Fig. 1: run 1, where the registers sit
Scale bar: 20 um.
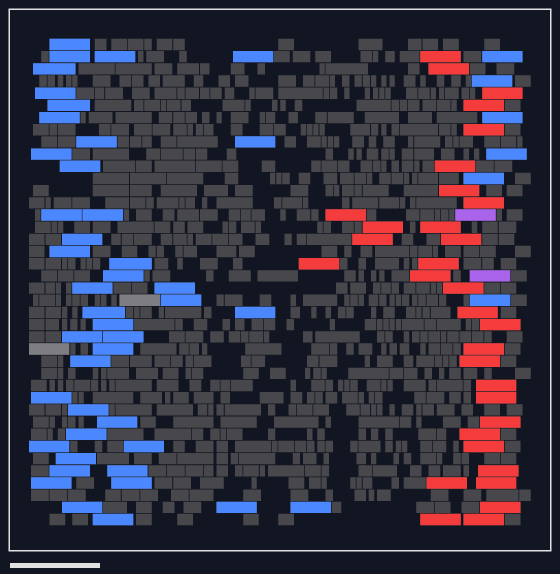
Fig. 2: run 1, close-up of the layout
Window x 10 to 50, y 70 to 110 um. Cells in gray, sequential cells in the stronger gray; small squares are vias.
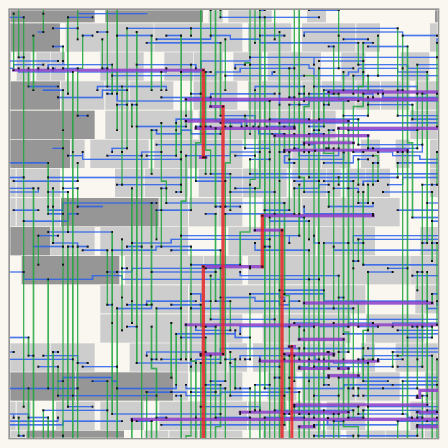
Fig. 3: run 1, clock wiring as the flow saved it
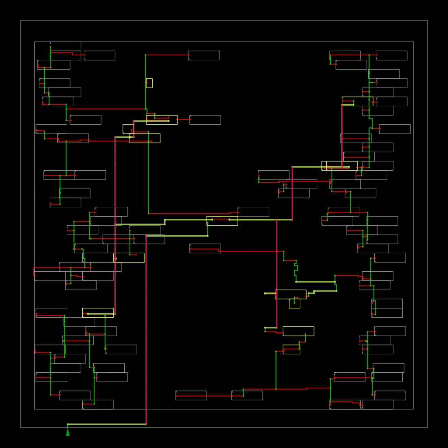
$ cat src/rtl/simdive_pkg.sv
// Shared constants, stage bundle and helpers for the SIMDive
// log-domain back end.
package simdive_pkg;

  localparam int W       = 16;
  localparam int KW      = 6;
  localparam int FW      = 15;
  localparam int LANE_W  = W / 2;
  localparam int SIMD_FW = W / 2 - 1;
  localparam int MW      = FW + 1;

  localparam logic MODE_SIMD = 1'b0;
  localparam logic MODE_FULL = 1'b1;
  localparam logic FUNC_MUL  = 1'b0;
  localparam logic FUNC_DIV  = 1'b1;

  typedef struct packed {
    logic [1:0][MW-1:0] m;
    logic [1:0][KW-1:0] k;
    logic               func;
    logic               mode;
    logic [1:0]         zero;
    logic [1:0]         dz;
  } s1_t;

  // SIMD lanes carry only the top SIMD_FW fraction bits
  function automatic logic [MW-1:0] mant(
    input logic [FW-1:0] f,
    input logic          mode
  );
    logic [FW-1:0] msk;
    msk = {FW{1'b1}};
    if (mode == MODE_SIMD)
      msk = {{SIMD_FW{1'b1}}, {(FW-SIMD_FW){1'b0}}};
    return {1'b1, f & msk};
  endfunction

endpackage

$ cat src/rtl/simdive_antilog_lane.sv
// One Mitchell antilog lane: mantissa shift by the characteristic,
// field-width saturation and zero / divide-by-zero handling.
module simdive_antilog_lane
  import simdive_pkg::*;
#(
  parameter int OW = 2 * W
) (
  input  logic                 wide_i,
  input  logic                 func_i,
  input  logic                 zero_i,
  input  logic                 dz_i,
  input  logic [MW-1:0]        m_i,
  input  logic signed [KW-1:0] k_i,
  output logic [OW-1:0]        res_o,
  output logic                 dz_o
);

  localparam int KMAX = 2 ** (KW - 1) - 1;
  localparam int SW   = MW + KMAX;
  localparam int FBW  = $clog2(OW + 1);

  logic [FBW-1:0] pbits;
  logic [FBW-1:0] qbits;
  logic [SW-1:0]  pmask;
  logic [SW-1:0]  qmask;
  logic [SW-1:0]  fmask;
  logic [SW-1:0]  sh;
  logic [SW-1:0]  val;
  logic           over;

  // product field is OW (or OW/2 when narrow); quotient is half that
  always_comb begin
    pbits = wide_i ? FBW'(OW) : FBW'(OW / 2);
    qbits = pbits >> 1;
    pmask = (SW'(1) << pbits) - SW'(1);
    qmask = (SW'(1) << qbits) - SW'(1);
    fmask = func_i ? qmask : pmask;
  end

  // negative k is handled below, so only the magnitude bits shift
  always_comb begin
    sh   = SW'(m_i) << k_i[KW-2:0];
    val  = sh >> FW;
    over = |(val & ~fmask);
  end

  always_comb begin
    res_o = '0;
    dz_o  = 1'b0;
    if (func_i && dz_i) begin
      res_o = qmask[OW-1:0];
      dz_o  = 1'b1;
    end else if (zero_i || k_i[KW-1]) begin
      res_o = '0;
    end else if (over) begin
      res_o = fmask[OW-1:0];
    end else begin
      res_o = val[OW-1:0];
    end
  end

endmodule

$ cat src/rtl/simdive_antilog_unit.sv
// SIMDive antilog back end: two-stage pipeline converting combined
// log words to binary results, one full lane or two SIMD lanes.
module simdive_antilog_unit
  import simdive_pkg::*;
(
  input  logic              clk,
  input  logic              rst_n,
  input  logic              in_valid,
  output logic              in_ready,
  input  logic              mode,
  input  logic              func,
  input  logic [2*KW-1:0]   k_in,
  input  logic [2*FW-1:0]   f_in,
  input  logic [1:0]        zero_in,
  input  logic [1:0]        dz_in,
  output logic              out_valid,
  input  logic              out_ready,
  output logic [2*W-1:0]    result,
  output logic [1:0]        dz_out
);

  s1_t              s1_q;
  s1_t              s1_d;
  logic             s1_vld_q;
  logic             s2_vld_q;
  logic [2*W-1:0]   res_q;
  logic [2*W-1:0]   res_d;
  logic [1:0]       dz_q;
  logic [1:0]       dz_d;
  logic             stall;

  logic [2*W-1:0]   r0;
  logic [W-1:0]     r1;
  logic             d0;
  logic             d1;

  // a held output freezes every stage
  assign stall    = s2_vld_q & ~out_ready;
  assign in_ready = ~stall;

  always_comb begin
    s1_d      = '0;
    s1_d.m[0] = mant(f_in[FW-1:0], mode);
    s1_d.m[1] = mant(f_in[2*FW-1:FW], mode);
    s1_d.k[0] = k_in[KW-1:0];
    s1_d.k[1] = k_in[2*KW-1:KW];
    s1_d.func = func;
    s1_d.mode = mode;
    s1_d.zero = zero_in;
    s1_d.dz   = dz_in;
  end

  simdive_antilog_lane #(
    .OW (2 * W)
  ) u_lane0 (
    .wide_i (s1_q.mode == MODE_FULL),
    .func_i (s1_q.func),
    .zero_i (s1_q.zero[0]),
    .dz_i   (s1_q.dz[0]),
    .m_i    (s1_q.m[0]),
    .k_i    ($signed(s1_q.k[0])),
    .res_o  (r0),
    .dz_o   (d0)
  );

  simdive_antilog_lane #(
    .OW (W)
  ) u_lane1 (
    .wide_i (1'b1),
    .func_i (s1_q.func),
    .zero_i (s1_q.zero[1]),
    .dz_i   (s1_q.dz[1]),
    .m_i    (s1_q.m[1]),
    .k_i    ($signed(s1_q.k[1])),
    .res_o  (r1),
    .dz_o   (d1)
  );

  // full mode ignores lane 1 entirely
  always_comb begin
    res_d = r0;
    dz_d  = {1'b0, d0};
    if (s1_q.mode == MODE_SIMD) begin
      res_d = {r1, r0[W-1:0]};
      dz_d  = {d1, d0};
    end
  end

  always_ff @(posedge clk or negedge rst_n) begin
    if (!rst_n) begin
      s1_q     <= '0;
      s1_vld_q <= 1'b0;
      s2_vld_q <= 1'b0;
      res_q    <= '0;
      dz_q     <= '0;
    end else if (!stall) begin
      s1_vld_q <= in_valid;
      s2_vld_q <= s1_vld_q;
      if (in_valid)
        s1_q <= s1_d;
      if (s1_vld_q) begin
        res_q <= res_d;
        dz_q  <= dz_d;
      end
    end
  end

  assign out_valid = s2_vld_q;
  assign result    = res_q;
  assign dz_out    = dz_q;

endmodule

$ cat config.mk
export PLATFORM = sky130hd
export DESIGN_NAME = simdive_antilog_unit
export DESIGN_NICKNAME = d
export VERILOG_FILES = /design/src/rtl/simdive_pkg.sv /design/src/rtl/simdive_antilog_lane.sv /design/src/rtl/simdive_antilog_unit.sv
export SDC_FILE = /design/constraint.sdc
export NUM_CORES = 1
export LEC_CHECK = 0
export CAP_MARGIN = 30
export CORE_MARGIN = 4
export CORE_UTILIZATION = 51
export CTS_CLUSTER_SIZE = 10
export DETAILED_ROUTE_END_ITERATION = 16
export GPL_TIMING_DRIVEN = 0
export PLACE_DENSITY = 0.78
export SLEW_MARGIN = 10
export SYNTH_ARGS = -nofsm -noshare
export SYNTH_HDL_FRONTEND = slang
export SYNTH_SLANG_ARGS = --single-unit
export TNS_END_PERCENT = 50
$ cat constraint.sdc
create_clock -name clk -period 2.8 [get_ports clk]
set_input_delay 0.84 -clock clk [delete_from_list [all_inputs] [get_ports clk]]
set_output_delay 0.84 -clock clk [all_outputs]
set_load 0.05 [all_outputs]
==> flow_summary_export.csv, run 1 <==
group,metric,value,unit
cts,cts.repair.resized,122,
power,combPwrFrac,59.8,%
setup_path,critPathLaunch,"s1_q[7]",
setup_path,critical_path.top_delay_family,"AND-OR/OR-AND gates",
synth,top_cells_by_area_in_the_synthesized_netlist,"sky130_fd_sc_hd__dfrtp_1, sky130_fd_sc_hd__mux2_2, sky130_fd_sc_hd__mux2i_1",
routing,drc_errors,0,
cts,cts_tree,"done",
routing,1st_pass_router_iterations,6,
power,p_seq,1.82,mW
synth,synth.cell_area,6460,um^2
power,power.density,831,nW/um^2
cts,clkSlewWorstSetupHoldPaths,0.07,ns
synth,netlist.top_cell.by_instances,"sky130_fd_sc_hd__nand2_1",
synth,post_synth_mux_area_share,22.1,%
cts,numCtsBuffers,9,
routing,antenna_left,0,
synth,synth_stat.cells,715,
cts,worstSkewPairLatency,0.35,ns
setup_path,crit_end,"result[18]",
power,comb_cell_power,4.38,mW
cts,htree_num_levels,3,
power,switching_share,46.7,%
layout,area.share.sequential,24.2,%
cts,max-clock-path-buffers,2,
placement,portBuffers,86,
power,irDropWorstVdd,0.416,mV
routing,wirelength,24200,um
layout,num-nonclk-inverters,18,
grt,grt_util_met3,7.25,%
setup_path,r2r_setup_slack,-0.32,ns
setup_path,worst_setup_end_kind,"flop",
setup_path,crit_path_cell_trace,"buf_6, buf_8, buf_4, buf_4, mux2i_1, mux4_2, nand4bb_1, o41ai_4, a31oi_4, nor4_4, buf_6, o211ai_1, a21oi_1",
sta,drv_slew,0,
flow_run,drv.max_cap_violation_count,0,
synth,aoi_share,23.8,%
die,die-area,14500,um^2
die,fp.dieW,121,um
synth,postSynthRegisterBits,85,
layout,most_area_hungry_cell_class_in_the_final_design,"combinational gates",
synth,postSynthSeqShare,32.9,%
grt,via_count_of_the_first_global_routing_pass,6426,
routing,avgRoutedWirePerCell,23.6,um
power,p_switching,3.42,mW
routing,met2_length,10900,um
setup_path,worst_ep_required_time,3.06,ns
grt,grt_start_max_net_pins,45,
setup_path,critical_path.max_fanout,6,
layout,final.signal_buffer_count,186,
sta,period_used_share,111,%
synth,synth-warning-count,0,
grt,grt_use_met2,49.8,%
grt,grt_busiest_layer,"met2",
grt,antenna_violations_before_repair,0,
layout,synthToLayoutAreaGrowth,36.3,%
layout,final_layout_top_logic_cell,"sky130_fd_sc_hd__nand2_1",
power,power.static_leakage,3.50,nW
synth,synth_top_flop_cell,"sky130_fd_sc_hd__dfrtp_1",
sta,final.min_clock_period,3.12,ns
synth,xor_share,0,%
placement,instance_area_after_placement,7560,um^2
synth,synth-simple-area-share,16.2,%
cts,clockRootBuffer,"sky130_fd_sc_hd__clkbuf_16",
synth,post_synth_most_frequent_cells,"sky130_fd_sc_hd__nand2_1, sky130_fd_sc_hd__dfrtp_1, sky130_fd_sc_hd__nor2_1, sky130_fd_sc_hd__a21oi_1, sky130_fd_sc_hd__mux2_2",
setup_path,crit_type,"flop to flop",
status,outcome,"complete, but fails checks",
layout,comb_share,51.4,%
setup_path,cp_slowest_cell,"sky130_fd_sc_hd__dfrtp_1",
sta,rsz_0062_raised_after_global_routing,"true",
die,initial_standard_cell_utilization_of_the_core,52.9,%
routing,mean_number_of_vias_per_cell,6.67,
layout,layout_clock_area_share,3.01,%
power,internal_power_summed_over_all_cells,3.90,mW
layout,final_core_utilization,72.1,%
power,seq_power_share,24.9,%
power,power_leader,"combinational cells",
sta,finalSetupTns,-6.61,ns
sta,setup_viol,32,
die,placeableCoreArea,12200,um^2
routing,route.met3.wl,2330,um
flow_run,log.warning_count,29,
synth,synth.net_count,767,
status,violations,"negative setup slack",
setup_path,arrival,3.38,ns
synth,synth-adder-area-share,0,%
power,pwr-share-clk,15.3,%
setup_path,critical_path.n_buffers_inverters,5,
grt,globalRouteMet1Util,44.9,%
layout,largest_register_ffs,49,
layout,register_area,2130,um^2
grt,globalRouteOverflowTotal,0,
synth,synthCells,715,
setup_path,critical_path_start_type,"flop",
synth,synth_async_sr_flop_share,100,%
sta,fin_ws,-0.321,ns
setup_path,logic_depth_of_the_worst_register_to_register_path,13,
synth,synth_chip_area,6460,um^2
sta,worst_pin_slew,0.697,ns
die,die.size.y,121,um
grt,groute.usage.overall,32.6,%
synth,synth_area_leader_cell,"sky130_fd_sc_hd__dfrtp_1",
routing,dr.first_iter.drc_count,914,
About Fig. 1:
- `s1_q`: blue (sequential cells 49; where all over the die)
- `result`: red (sequential cells 32; where a column on the right)
- `dz_out`: purple (sequential cells 2)

About Fig. 2:
- M2: green
- M1: blue
- M4: red
- M3: purple
- netlist names of flops here include: `s1_q` (7)
- most frequent: mux2_2 (11), buf_4 (9), nand2_1 (8)
- cells with their middle in the window: 105
- sequential cells in the window: 7

About Fig. 3:
clock network power: 1.12 mW
post-route clock skew: 0.00969 ns
Clock Buffer Count: 11

--- run 2 (diff from run 1) ---
CTS_BUF_LIST = sky130_fd_sc_hd__clkbuf_16   (was not set)
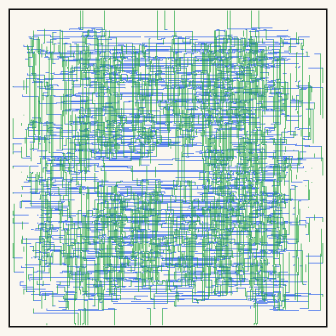
Fig. 4. Routed metal, one color a layer (run 2).
Two of the layers only.
- M1: blue (wire length 10,000 um)
- M2: green (wire length 11,000 um)

==> run 2 against run 1 <==
The run still ends with negative setup slack left. Register-to-register slack improved by 0.04 ns. Clock skew is 0.0015 ns lower. Largest power group unchanged. Sequential share of layout area about the same. Final area shrank 0.11%.
==> flow_summary_export.csv, run 2 <==
group,metric,value,unit
routing,wirelength,24200,um
die,die-area,14500,um^2
sta,finalSetupTns,-5.80,ns
layout,layout_clock_area_share,2.90,%
synth,synth_stat.cells,715,
setup_path,worst_ep_required_time,3.06,ns
setup_path,critical_path.max_fanout,6,
layout,synthToLayoutAreaGrowth,36.1,%
die,placeableCoreArea,12200,um^2
sta,fin_ws,-0.282,ns
routing,mean_number_of_vias_per_cell,6.65,
routing,drc_errors,0,
sta,rsz_0062_raised_after_global_routing,"true",
grt,antenna_violations_before_repair,0,
synth,synthCells,715,
routing,antenna_left,0,
grt,grt_use_met2,49.8,%
synth,synth.cell_area,6460,um^2
setup_path,crit_type,"flop to flop",
routing,route.met3.wl,2280,um
layout,largest_register_ffs,49,
sta,drv_slew,0,
status,outcome,"complete, but fails checks",
layout,area.share.sequential,24.2,%
synth,synth_area_leader_cell,"sky130_fd_sc_hd__dfrtp_1",
placement,portBuffers,86,
power,power_leader,"combinational cells",
setup_path,critical_path.top_delay_family,"AND-OR/OR-AND gates",
power,p_seq,1.82,mW
status,violations,"negative setup slack",
layout,final_layout_top_logic_cell,"sky130_fd_sc_hd__nand2_1",
flow_run,log.warning_count,29,
power,internal_power_summed_over_all_cells,3.87,mW
synth,top_cells_by_area_in_the_synthesized_netlist,"sky130_fd_sc_hd__dfrtp_1, sky130_fd_sc_hd__mux2_2, sky130_fd_sc_hd__mux2i_1",
setup_path,crit_end,"result[18]",
sta,setup_viol,32,
sta,final.min_clock_period,3.08,ns
power,p_switching,3.42,mW
grt,globalRouteMet1Util,45.0,%
grt,groute.usage.overall,32.6,%
cts,htree_num_levels,3,
synth,synth-adder-area-share,0,%
setup_path,worst_setup_end_kind,"flop",
routing,met2_length,11000,um
power,pwr-share-clk,15.0,%
sta,worst_pin_slew,0.692,ns
die,fp.dieW,121,um
layout,final.signal_buffer_count,186,
synth,synth_async_sr_flop_share,100,%
setup_path,arrival,3.34,ns
placement,instance_area_after_placement,7560,um^2
grt,via_count_of_the_first_global_routing_pass,6437,
synth,post_synth_mux_area_share,22.1,%
setup_path,critical_path.n_buffers_inverters,5,
synth,post_synth_most_frequent_cells,"sky130_fd_sc_hd__nand2_1, sky130_fd_sc_hd__dfrtp_1, sky130_fd_sc_hd__nor2_1, sky130_fd_sc_hd__a21oi_1, sky130_fd_sc_hd__mux2_2",
power,power.density,829,nW/um^2
grt,globalRouteOverflowTotal,0,
power,clock_power,1.09,mW
setup_path,critical_path_start_type,"flop",
setup_path,r2r_setup_slack,-0.28,ns
power,switching_share,46.9,%
synth,aoi_share,23.8,%
power,irDropWorstVdd,0.416,mV
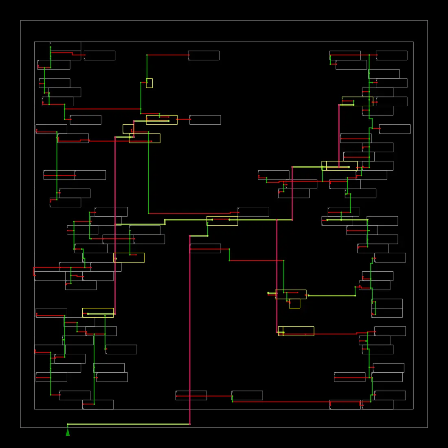
Fig. 5. Clock wiring as the flow saved it (run 2).
Inserted Clock Buffers: 9
flop count: 85
clock insertion delay at the later pin of the skew report: 0.35 ns
post-route clock skew: 0.00820 ns
total clock sinks: 85

--- run 3 (diff from run 2) ---
CORE_UTILIZATION = 55   (was 51)
PLACE_DENSITY = 0.8   (was 0.78)
clock period = 3.8 ns   (was 2.8 ns; I/O delays follow)
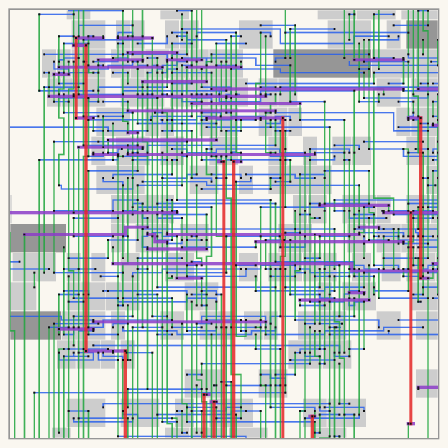
Fig. 6. Close-up of the layout (run 3).
Window x 9 to 49, y 67 to 107 um. Cells in gray, sequential cells in the stronger gray; small squares are vias.
- M4: red
- M3: purple
- M2: green
- M1: blue
- cells with their middle in the window: 122
- netlist names of flops here include: `s1_q` (3)
- sequential cells in the window: 3
- most frequent: nor2_1 (17), a21oi_1 (15), nand2_1 (14)

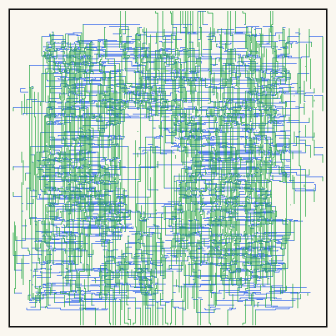
Fig. 7. Routed metal, one color a layer (run 3).
Two of the layers only.
via count: 6,681
total routed wirelength: 22,600 um
Routed wire per std cell: 23.5 um
global router's overall resource usage: 34.0%

==> run 3 against run 2 <==
The run now ends clean. Critical path depth fell by 3. Sequential share of layout area rose by 2.9 points. Core utilization fell by 3.6 points. Critical path type unchanged. Largest cell class unchanged. Largest power group unchanged.
==> flow_summary_export.csv, run 3 <==
group,metric,value,unit
status,outcome,"completed",
synth,synth-adder-area-share,0,%
routing,antenna_left,0,
setup_path,worst_setup_end_kind,"flop",
layout,register_area,2130,um^2
flow_run,drv.max_cap_violation_count,0,
cts,max-clock-path-buffers,2,
grt,antenna_violations_before_repair,0,
cts,cts_tree,"done",
synth,netlist.top_cell.by_instances,"sky130_fd_sc_hd__nand2_1",
power,power_leader,"combinational cells",
cts,worstSkewPairLatency,0.35,ns
setup_path,critical_path_start_type,"flop",
setup_path,worst_ep_required_time,4.02,ns
setup_path,logic_depth_of_the_worst_register_to_register_path,10,
sta,drv_slew,0,
cts,numCtsBuffers,9,
setup_path,crit_path_cell_trace,"buf_2, buf_2, mux2i_2, o22ai_1, a2111oi_0, o2bb2ai_1, nor4_2, a21oi_1, o31ai_1, a21oi_1",
cts,numClockSinks,85,
grt,grt_start_max_net_pins,46,
cts,cts.repair.resized,1,
power,pwr-share-clk,18.5,%
synth,top_cell_area_share,32.9,%
power,switching_share,46.7,%
power,internal_power_summed_over_all_cells,2.62,mW
grt,grt_busiest_layer,"met2",
synth,top_cells_by_area_in_the_synthesized_netlist,"sky130_fd_sc_hd__dfrtp_1, sky130_fd_sc_hd__mux2_2, sky130_fd_sc_hd__mux2i_1",
sta,period_used_share,94.3,%
power,power.density,626,nW/um^2
cts,htree_num_levels,3,
grt,via_count_of_the_first_global_routing_pass,6613,
layout,final.signal_buffer_count,144,
cts,clockRootBuffer,"sky130_fd_sc_hd__clkbuf_16",
synth,synth.net_count,767,
sta,finClkSkew,0.0107,ns
layout,largest_register_ffs,49,
grt,grt_use_met2,57.6,%
layout,n_sequential_cell,85,
layout,clock_buffer_count,9,
flow_run,log.warning_count,26,
hold_path,worstHoldPathType,"flop to flop",
routing,1st_pass_router_iterations,7,
layout,layout_clock_area_share,3.84,%
synth,synth.cell_area,6460,um^2
placement,instance_area_after_placement,7520,um^2
cts,clkSlewWorstSetupHoldPaths,0.07,ns
sta,worst_pin_slew,0.796,ns
synth,synth_async_sr_flop_share,100,%
grt,grt_util_met3,6.74,%
die,initial_standard_cell_utilization_of_the_core,56.4,%
setup_path,critical_path.n_buffers_inverters,2,
routing,met2_length,11200,um
synth,synth-warning-count,0,
grt,globalRouteOverflowTotal,0,
cts,cts_hold_repair.buffers,0,
power,clock_power,0.908,mW
setup_path,critical_path.top_delay_family,"AND-OR/OR-AND gates",
sta,setup_viol,0,
routing,mean_number_of_vias_per_cell,6.95,
routing,route.met3.wl,2090,um
power,irDropWorstVdd,0.693,mV
placement,portBuffers,86,
power,p_switching,2.29,mW
power,combPwrFrac,54.7,%
setup_path,crit_type,"flop to flop",
synth,synth_top_flop_cell,"sky130_fd_sc_hd__dfrtp_1",
setup_path,cp_slowest_cell,"sky130_fd_sc_hd__a2111oi_0",
setup_path,critical_path.max_fanout,10,
power,power.static_leakage,3.13,nW
routing,dr.first_iter.drc_count,926,
synth,post_synth_mux_area_share,22.1,%
cts,post_cts.repair.setup_buffers,0,
layout,most_area_hungry_cell_class_in_the_final_design,"combinational gates",
power,p_seq,1.32,mW
setup_path,r2r_setup_slack,0.22,ns
synth,postSynthSeqShare,32.9,%
layout,area.share.sequential,27.1,%
layout,num-nonclk-inverters,18,
die,placeableCoreArea,11500,um^2
layout,layout_top_cells_excl_fill_tap,"sky130_fd_sc_hd__nand2_1, sky130_fd_sc_hd__dfrtp_1, sky130_fd_sc_hd__clkdlybuf4s50_1",
synth,synthCells,715,
layout,antennaDiodeCount,0,
layout,fin_cells,961,
die,fp.dieW,116,um
setup_path,crit_end,"result[21]",
sta,final.min_clock_period,3.58,ns
die,die-area,13600,um^2
synth,post_synth_most_frequent_cells,"sky130_fd_sc_hd__nand2_1, sky130_fd_sc_hd__dfrtp_1, sky130_fd_sc_hd__nor2_1, sky130_fd_sc_hd__a21oi_1, sky130_fd_sc_hd__mux2_2",
layout,synthToLayoutAreaGrowth,21.4,%
sta,fin_ws,0.215,ns
power,comb_cell_power,2.69,mW
power,seq_power_share,26.9,%
die,die.size.y,116,um
setup_path,arrival,3.80,ns
synth,synth_chip_area,6460,um^2
sta,fmaxAchievable,279,MHz
layout,final_layout_top_logic_cell,"sky130_fd_sc_hd__nand2_1",
synth,xor_share,0,%
layout,final_core_utilization,68.4,%

==> gallery <==
Port wiring.
Scale bar: 20 um.
panel A
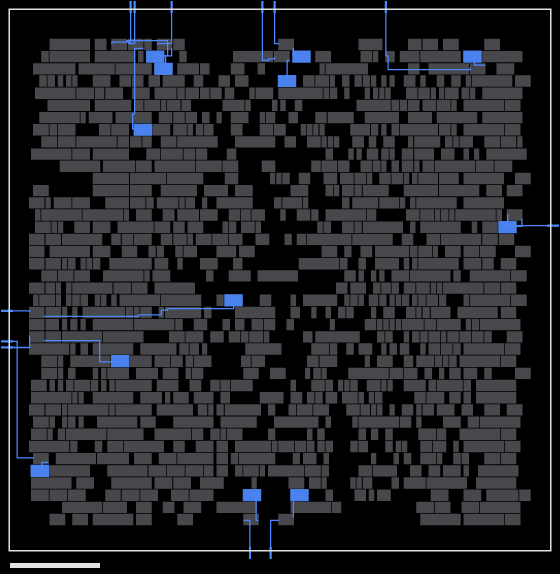
panel B
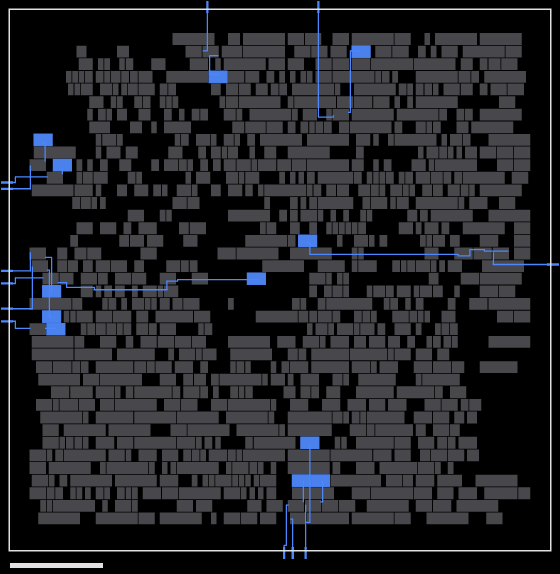
| from | picture |
|---|---|
| run 3 | panel B |
| run 2 | panel A |

Key to panel B:
- `k_in`: blue (bits 12; direction input; end cells 12; wire 302 um)

Power figures rest on the tool's default switching activity, not on a simulated workload.
